<file path="src/rtl/store_pkg.sv">
// Shared store/load size encoding and lane helpers.
// Used by the store queue and the load-side data extractor.
package store_pkg;

    localparam logic [1:0] SIZE_BYTE = 2'b00;
    localparam logic [1:0] SIZE_HALF = 2'b01;
    localparam logic [1:0] SIZE_WORD = 2'b10;

    localparam int ADDR_W_DEF = 32;
    // Entry layout: {word addr, wdata[31:0], wstrb[3:0]}
    localparam int LANE_W  = 36;
    localparam int ENTRY_W = ADDR_W_DEF + LANE_W;

    // Replicate right-justified data across all lanes
    function automatic logic [31:0] lane_data(
        input logic [1:0]  size,
        input logic [31:0] data
    );
        logic [31:0] r;
        r = {4{data[7:0]}};
        if (size[1])
            r = data;
        else if (size[0])
            r = {2{data[15:0]}};
        return r;
    endfunction

    function automatic logic [3:0] lane_strb(
        input logic [1:0] size,
        input logic [1:0] off
    );
        logic [3:0] r;
        r = 4'b0001 << off;
        if (size[1])
            r = 4'b1111;
        else if (size[0])
            r = off[1] ? 4'b1100 : 4'b0011;
        return r;
    endfunction

    function automatic logic is_misaligned(
        input logic [1:0] size,
        input logic [1:0] off
    );
        logic r;
        r = 1'b0;
        if (size[1])
            r = (off != 2'b00);
        else if (size[0])
            r = off[0];
        return r;
    endfunction

endpackage

</file>
<file path="src/rtl/sync_fifo.sv">
// Synchronous FIFO, power-of-two depth, sync active-high reset.
// Ports: push/din, pop/dout (head), full, empty, count.
module sync_fifo #(
    parameter int WIDTH = 8,
    parameter int DEPTH = 4,
    localparam int PTR_W = $clog2(DEPTH),
    localparam int CNT_W = $clog2(DEPTH + 1)
) (
    input  logic             clk,
    input  logic             rst,
    input  logic             push,
    input  logic [WIDTH-1:0] din,
    input  logic             pop,
    output logic [WIDTH-1:0] dout,
    output logic             full,
    output logic             empty,
    output logic [CNT_W-1:0] count
);

    logic [WIDTH-1:0] mem [DEPTH];
    logic [PTR_W-1:0] head;
    logic [PTR_W-1:0] tail;
    logic [CNT_W-1:0] cnt;
    logic             do_push;
    logic             do_pop;

    assign full    = (cnt == CNT_W'(DEPTH));
    assign empty   = (cnt == '0);
    assign count   = cnt;
    assign dout    = mem[head];
    assign do_push = push && !full;
    assign do_pop  = pop && !empty;

    // Pointers wrap naturally because DEPTH is a power of two
    always_ff @(posedge clk) begin
        if (rst) begin
            head <= '0;
            tail <= '0;
            cnt  <= '0;
            for (int i = 0; i < DEPTH; i++)
                mem[i] <= '0;
        end else begin
            if (do_push) begin
                mem[tail] <= din;
                tail      <= tail + PTR_W'(1);
            end
            if (do_pop)
                head <= head + PTR_W'(1);
            case ({do_push, do_pop})
                2'b10:   cnt <= cnt + CNT_W'(1);
                2'b01:   cnt <= cnt - CNT_W'(1);
                default: cnt <= cnt;
            endcase
        end
    end

endmodule

</file>
<file path="src/rtl/store_queue.sv">
// Store queue: aligns CPU stores into word bus writes and buffers them.
// Ports: req_* (store in), mem_* (write out), misalign, empty, count.
module store_queue
    import store_pkg::*;
#(
    parameter int DEPTH  = 4,
    parameter int ADDR_W = 32,
    localparam int CNT_W = $clog2(DEPTH + 1)
) (
    input  logic              clk,
    input  logic              rst,
    input  logic              req_valid,
    output logic              req_ready,
    input  logic [ADDR_W-1:0] req_addr,
    input  logic [1:0]        req_size,
    input  logic [31:0]       req_data,
    output logic              mem_valid,
    input  logic              mem_ready,
    output logic [ADDR_W-1:0] mem_addr,
    output logic [31:0]       mem_wdata,
    output logic [3:0]        mem_wstrb,
    output logic              misalign,
    output logic              empty,
    output logic [CNT_W-1:0]  count
);

    localparam int EW = ADDR_W + LANE_W;

    logic [1:0]    off;
    logic          accept;
    logic          bad;
    logic          push;
    logic          pop;
    logic          full;
    logic          fifo_empty;
    logic [EW-1:0] din;
    logic [EW-1:0] dout;
    logic [31:0]   wdata;
    logic [3:0]    wstrb;

    assign off    = req_addr[1:0];
    assign wdata  = lane_data(req_size, req_data);
    assign wstrb  = lane_strb(req_size, off);
    assign bad    = is_misaligned(req_size, off);

    // Ready comes only from registered occupancy, never from mem_ready
    assign req_ready = !full;
    assign accept    = req_valid && req_ready;
    assign push      = accept && !bad;
    assign pop       = mem_valid && mem_ready;

    assign din = {req_addr[ADDR_W-1:2], 2'b00, wdata, wstrb};

    sync_fifo #(
        .WIDTH (EW),
        .DEPTH (DEPTH)
    ) u_fifo (
        .clk   (clk),
        .rst   (rst),
        .push  (push),
        .din   (din),
        .pop   (pop),
        .dout  (dout),
        .full  (full),
        .empty (fifo_empty),
        .count (count)
    );

    assign mem_valid = !fifo_empty;
    assign empty     = fifo_empty;
    assign mem_addr  = dout[EW-1 -: ADDR_W];
    assign mem_wdata = dout[35:4];
    assign mem_wstrb = dout[3:0];

    // Dropped misaligned store is reported the cycle after acceptance
    always_ff @(posedge clk) begin
        if (rst)
            misalign <= 1'b0;
        else
            misalign <= accept && bad;
    end

endmodule

</file>
<file path="config.mk">
export PLATFORM = sky130hd
export DESIGN_NAME = store_queue
export DESIGN_NICKNAME = d
export VERILOG_FILES = /design/src/rtl/store_pkg.sv /design/src/rtl/sync_fifo.sv /design/src/rtl/store_queue.sv
export SDC_FILE = /design/constraint.sdc
export NUM_CORES = 1
export LEC_CHECK = 0
export CAP_MARGIN = 20
export CELL_PAD_IN_SITES_DETAIL_PLACEMENT = 2
export CELL_PAD_IN_SITES_GLOBAL_PLACEMENT = 2
export CORE_MARGIN = 8
export CORE_UTILIZATION = 35
export DETAILED_ROUTE_END_ITERATION = 16
export PLACE_DENSITY_LB_ADDON = 0.1
export SKIP_CTS_REPAIR_TIMING = 1
export SYNTH_ARGS = -nofsm -noshare
export SYNTH_HDL_FRONTEND = slang
export SYNTH_SLANG_ARGS = --single-unit
</file>
<file path="constraint.sdc">
create_clock -name clk -period 15.65 [get_ports clk]
set_clock_uncertainty 0.05 [all_clocks]
set_input_delay 3.9125 -clock clk [delete_from_list [all_inputs] [get_ports clk]]
set_output_delay 3.9125 -clock clk [all_outputs]
set_load 0.02 [all_outputs]
</file>
==> Flow_metrics.wiki <==
== Metrics ==
{| class="wikitable"
! Metric !! Value
|-
| Final Hold Viols || 0
|-
| Share of the core filled with cells in the final layout || 0.433
|-
| Fin area || 14,900 um2
|-
| P_leak || 5.01 nW
|-
| Ratio of final minimum period to clock period || 0.468
|-
| Area growth syn-to-layout || 22.1%
|-
| Cells in synth_stat.txt || 839
|-
| Cell area leaders || sky130_fd_sc_hd__edfxtp_1, sky130_fd_sc_hd__mux4_2, sky130_fd_sc_hd__nor2_1
|-
| First-pass GRT wire length || 54.9 mm
|-
| Design Power || 2.16 mW
|-
| Number of ports placed on the die boundary || 145
|-
| Ordered cell list for the critical path || buf_4 -> mux4_2 -> clkdlybuf4s50_1
|-
| Startpoint Class || flop
|-
| Unrepaired setup endpoints after global routing || no
|-
| DRC violation total after the first TritonRoute iteration || 399
|-
| Post-detailed-route DRC marker count || 0
|-
| DP Wirelength || 21.9 mm
|-
| DP Cell Count || 1,385
|-
| Cts bufs inserted || 31
|-
| Total global routing overflow || 0
|-
| Fraction of post-synthesis cell area in the top cell type by area || 0.648
|-
| Cell with the biggest individual delay on the critical path || sky130_fd_sc_hd__buf_4
|-
| Fin cells || 1,440
|-
| Slew @ Worst Pin || 0.970 ns
|-
| Async S/R FF share, synth || 0
|-
| Die ar. || 41,200 um2
|-
| Syn_area_per_cell || 14.6 um2
|-
| Placer's final routability congestion estimate || 0.714
|-
| Status || finished, final reports clean
|-
| Crit-path max cell delay || 0.78 ns
|-
| Worst min-delay path category || flop to flop
|-
| Post-detailed-route via-to-cell ratio || 5.19
|-
| Main kind of combinational logic by area || multiplexers
|}
==> routing by layer <==
metal | GRT usage | part of all wire | up-vias
met5 | 0 | 0 | -
li1 | - | - | 3344
met1 | 0.237 | 0.45 | 3912
met2 | 0.297 | 0.49 | 171
met4 | 0.0376 | 0.019 | 0
met3 | 0.0242 | 0.045 | 41
==> sequential cells by signal (all words and copies together) (netlist names), named ones only <==
register and flops:
u_fifo.tail 2, u_fifo.mem 264, u_fifo.head 2, u_fifo.count 3, misalign 1
==> layout make-up <==
cell class / instances / share of cell area
inverter: 8 / 0.00201
timing repair buffer: 156 / 0.102
sequential: 274 / 0.545
tap: 455 / 0.0381
clock buffer: 39 / 0.0539
multi-input combinational: 492 / 0.251
clock inverter: 16 / 0.00787
==> final timing paths <==
kind / startpoint / endpoint / slack [ns]
worst max-delay path: flop / mem_addr[7] / 8.33
worst min-delay path: u_fifo.head[1] / flop / 0.48
worst min register to register: u_fifo.head[1] / flop / 0.48
worst max register to register: u_fifo.count[0] / u_fifo.mem[1][22] / 12.31
==> worst register-to-register path: cells and delay by family (launching register included) <==
kind / cells / cell delay (ns)
simple gates: 4 / 1.85
buf+inv: 1 / 0.60
flops: 1 / 0.42
==> Yosys cell counts, drive strengths merged, types with 3 or more instances <==
| cell | number |
|---|---|
| o21ai | 15 |
| xor2 | 5 |
| or3 | 3 |
| clkbuf | 15 |
| nor3 | 27 |
| mux2i | 24 |
| buf | 51 |
| nand3 | 33 |
| nor3b | 30 |
| dfxtp | 10 |
| and3 | 9 |
| xnor2 | 3 |
| inv | 8 |
| nand2b | 8 |
| edfxtp | 264 |
| nor2 | 226 |
| nand2 | 18 |
| a21oi | 5 |
| mux4 | 66 |
| and2 | 9 |
==> where the power goes <==
part	internal (mW)	switching (mW)
clock	0.392	0.283
combinational	0.269	0.309
sequential	0.866	0.0443
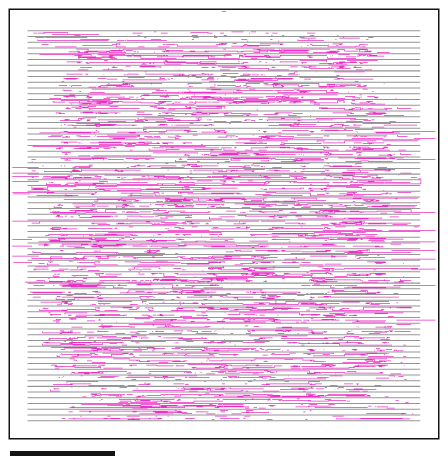
(signal wires on met1)
The bar under the picture is 50 um long. Supply wires on this layer in grey.
share of all routed wire: 45%
longest straight run: 75.4 um
nets with wire on the layer: 986
main direction: horizontal

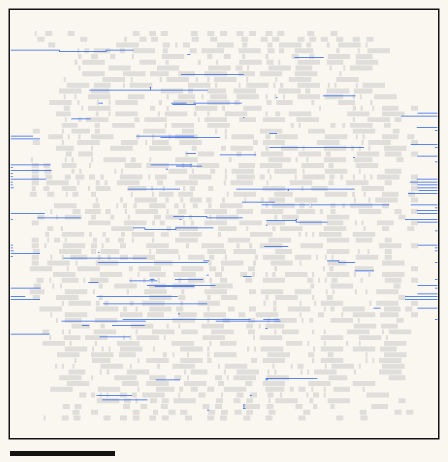
(signal wires on met3)
The bar under the picture is 50 um long. Cells faint in the background.
longest straight run: 60.3 um
wire length on this layer: 1,640 um
vias after detailed routing: 7,468
met3 track demand over resource: 0.0242
wirelength, routed: 36.7 mm

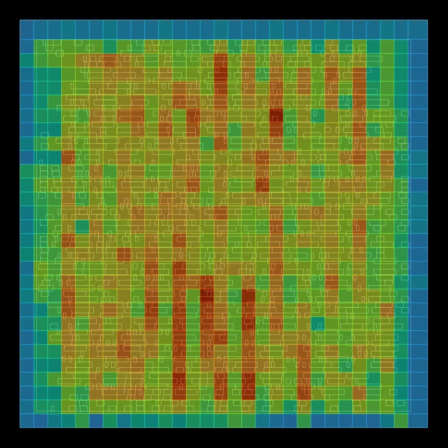
(track usage over the die)
gr busiest metal: met2
GR Util All Layers: 0.175

Power is estimated from default activity; no workload was simulated.
